**Clock wires, drivers and flops**

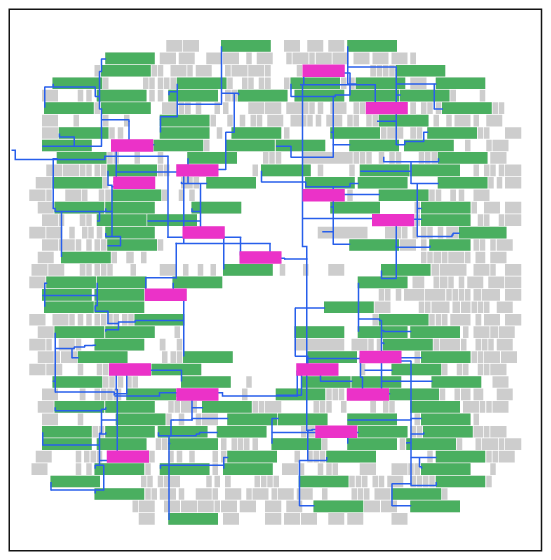
**Metal 4**

Bar = 20 um. Supply wires on this layer in gray.
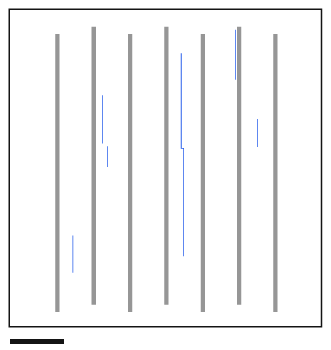
**Cell outlines without signal wires**

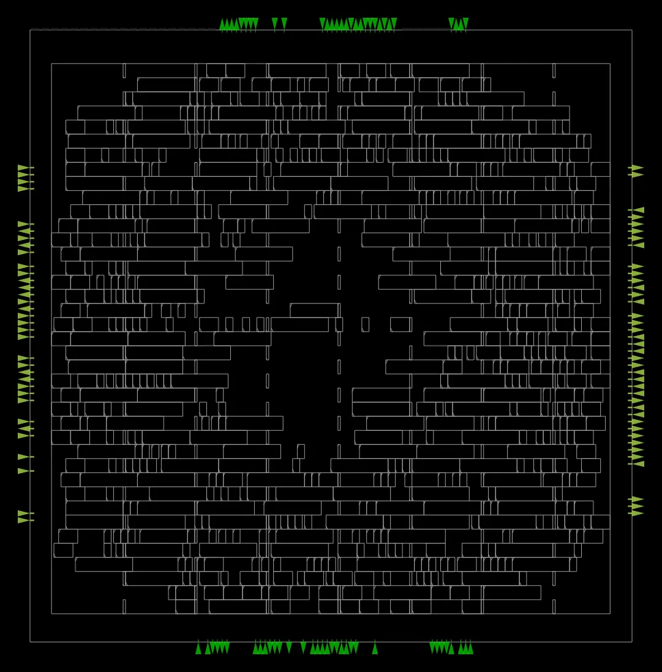
**Sequential cells colored by netlist name**

Other sequential cells in the stronger gray, the rest of the logic in the fainter gray.
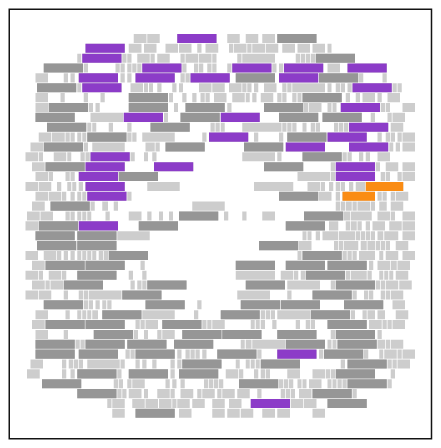
**Wire density map**

Bar = 20 um. The die is cut into 23 by 24 equal tiles; dark purple is low, yellow is high, scaled to the fullest tile. Values are wire area over tile area, all layers added.
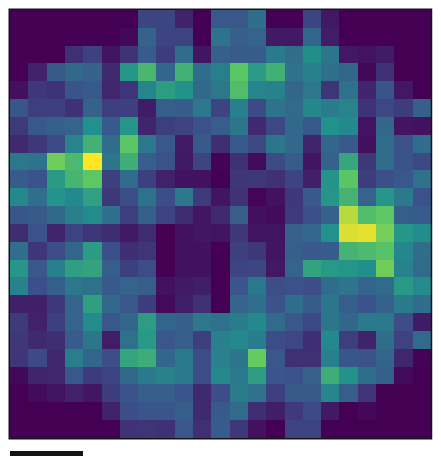
Design if_id_skid_stage_flat, sky130hd; sources not shown.
==> CHANGELOG.md <==
### Changed

- Grt total ovfl: 0
- Final instance area: 7456 sq um
- Mux contribution to synthesized area: 0%
- First-pass GRT wire length: 18270 um
- Port Buf Inserts: 135
- Synth Seq Share: 70.68%
- Residual DRC: 0
- Final period util: 64.29%
- Arrival time of the worst setup path: 5.01 ns
- Largest net degree at the start of global routing: 68
- Outcome: complete, no violations
- CP Class: in2reg
- Hold_buf cts: 0
- Clock Sinks: 130
- Async set-reset flop share out of synthesis: 1.538%
- Std-Cell Rows: 39
- Largest area contributor in the netlist: edfxtp_1
- Mean Syn Cell Area: 10.76 sq um
- Post-synth top flop: edfxtp_1
- H-Tree Level Count: 4
- Vias in the first global route: 3909
- Adder Area Share: 0.9085%
- Leakage: 3.292 nW
- RSZ-0062 raised after global routing: false
- Post-DP HPWL: 7409 um
- Worst slew pin tran: 0.9418 ns
- Antenna Cells: 0
- R2R setup slack: 3.45 ns
- YS chip area: 5509 sq um
- Initial DRC count: 276
- Placed Instance Area: 6897 sq um
- Top delay family on crit path: buffers and inverters
- Top logic family: simple AND/OR/NAND/NOR gates
- Max FO, Critical Path: 65
- Cell area leaders: edfxtp_1 70%, nand2_1 18%, inv_1 4.7%, buf_6 2.7%, dfrtp_1 0.91%
- Gr busiest metal: met2
- Synth top cell by count: nand2_1
- CTS resizes: 0
- PwrDens: 281.8 nW/um^2
- Largest stage delay, worst path: 0.92 ns
- Buffers & Inverters on Critical Path: 4
- Crit start category: input pin
- # Cells Yosys: 512
- Max Freq: 200.7 MHz
- Max-slew headroom at the worst pin: 37.21%
- Fillers: 845
- Setup TNS: 0 ns
- Die Area: 13690 sq um
- Layout cells sized above 1: 6.088%
- Post-route ant nets: 0
- CP Data Required Time: 7.77 ns
- Synth flops: 130
- Crit. End Element: flop
- Yosys xor share: 0%
- Post-synth EDFFs: 128
- Synth Cell Area: 5509 sq um
- Pre-antenna DRT Iters: 4
- R2R depth: 7
- Core area: 11420 sq um
- Yosys aoi share: 0.2725%
- Synth warn: 0
- Critical Path Stages: 9
- Met2 track utilization from global routing: 29.42%
- Critical path, cell by cell: clkdlybuf4s50_1, inv_1, nand2_1, nor2_2, nand3_2, nand2_4, clkinv_2, o21ai_4, buf_4
- Initial Util: 48.25%
- Met1 Use GR: 19.66%
- Met3 usage: 5.090%
- Root Buffer: clkbuf_16
- Nets: 721
- Count of cell types in the netlist: 19
- Tool warnings: 29
- CP max-delay cell: clkinv_2
- Maximum vdd drop: 0.2900 mV
- Clk slew on worst S/H paths: 0.05 ns
- Final-report hold violation count: 0
- Die y size: 118 um
- Yosys simple share: 19.96%
- Final Max Slew Viols: 0
- Final setup vio count: 0
- Die W: 116 um
- Post-CTS Setup Bufs: 0
- Initial antenna violation count: 0
- CTS Buffer Depth: 2
Back to the opening pictures, 'clock wires, drivers and flops':
green -> flip-flops  # count 130
magenta -> clock drivers  # count 17
blue -> clock wires  # length 1420 um
flops lie = spread over the die
routed clock nets = 18
Power Clock: 755 uW
clock skew after layout: 0.008009 ns
clk_lat worst skew: 0.40 ns
clock network power share: 35.9%

Back to the opening pictures, 'metal 4':
main direction = vertical
share of all routed wire = 1.3%
nets with wire on the layer = 4
wire length on this layer = 144 um
longest straight run = 40.1 um
vias: 3789
final wirelength: 11160 um

Back to the opening pictures, 'cell outlines without signal wires':
Taps Inserted: 143
Seq area share: 52.27%

Back to the opening pictures, 'sequential cells colored by netlist name':
purple -> u_core.out_pc_p1  # sequential cells 32
orange -> u_core.state  # sequential cells 2
Storage cell area: 3897 sq um
Seq. pwr: 891 uW
utilization after layout: 65.30%

Back to the opening pictures, 'wire density map':
mean over tiles = 0.13
fullest tile = 0.52
nearly empty tiles = 13%
tiles over half the peak = 10%
All-Layer GR Usage: 16.91%
post-DR wirelength/cell: 13.95 um

[placed cells by master (no fill, tap or decap), types with 4 or more instances in the layout]
cell type | Yosys | layout
nand2_1 | 263 | 263
clkdlybuf4s50_1 | 0 | 135
edfxtp_1 | 128 | 128
inv_1 | 69 | 69
clkbuf_16 | 0 | 17
nor2_1 | 5 | 5
clkbuf_1 | 7 | 5
nand3_1 | 4 | 4
or2_2 | 4 | 4
ha_1 | 4 | 4
[stage by stage]
| stage | power, mW | utilization (%) | instances | worst slack (ns) | hold WS [ns] |
|---|---|---|---|---|---|
| 4_1_cts | 2.124 | 65.26 | 800 | 3.132 | 0.5061 |
| 2_1_floorplan | 1.113 | - | 512 | 0.9535 | 0.4874 |
| 6_report | 2.101 | 65.30 | 800 | 2.767 | 0.5051 |
| 5_1_grt | 2.203 | 65.30 | 800 | 2.406 | 0.5242 |
| 3_5_place_dp | 1.369 | 60.40 | 771 | 2.716 | 0.4958 |
| 3_3_place_gp | 1.351 | 60.36 | 771 | 2.344 | 0.4918 |
[power breakdown]
| part | leakage (nW) | internal (mW) | switching [mW] |
|---|---|---|---|
| clock network | 0.267 | 0.497 | 0.257 |
| logic | 1.84 | 0.233 | 0.222 |
| registers | 1.19 | 0.833 | 0.0579 |
| total | 3.29 | 1.56 | 0.538 |
[worst min-delay path: cells and delay by family, from the launching register on]
family | cells | cell delay, ns
flip-flops | 1 | 0.31
AND/OR/NAND/NOR | 2 | 0.10
[metal layers]
layer,vias up,routed length (um)
met1,1750,4383
li1,1880,-
met3,17,810
met5,-,0
met4,0,143
met2,142,5822
[layout make-up]
cell class	instances	area share (%)
clock inverter	7	1.494
tap	143	2.400
timing repair buffer	137	18.33
inverter	72	3.642
sequential	130	52.27
clock buffer	22	5.957
multi-input combinational	289	15.91
[cell families (layout without fill, tap and decap cells)]
kind of cell | after synthesis | after routing
flip-flops | 130 | 130
buffers and inverters | 93 | 238
AND-OR/OR-AND | 3 | 3
AND/OR/NAND/NOR | 282 | 282
adder cells (fa/ha/maj) | 4 | 4
No activity file was given, so power comes from the tool's default toggle rates.
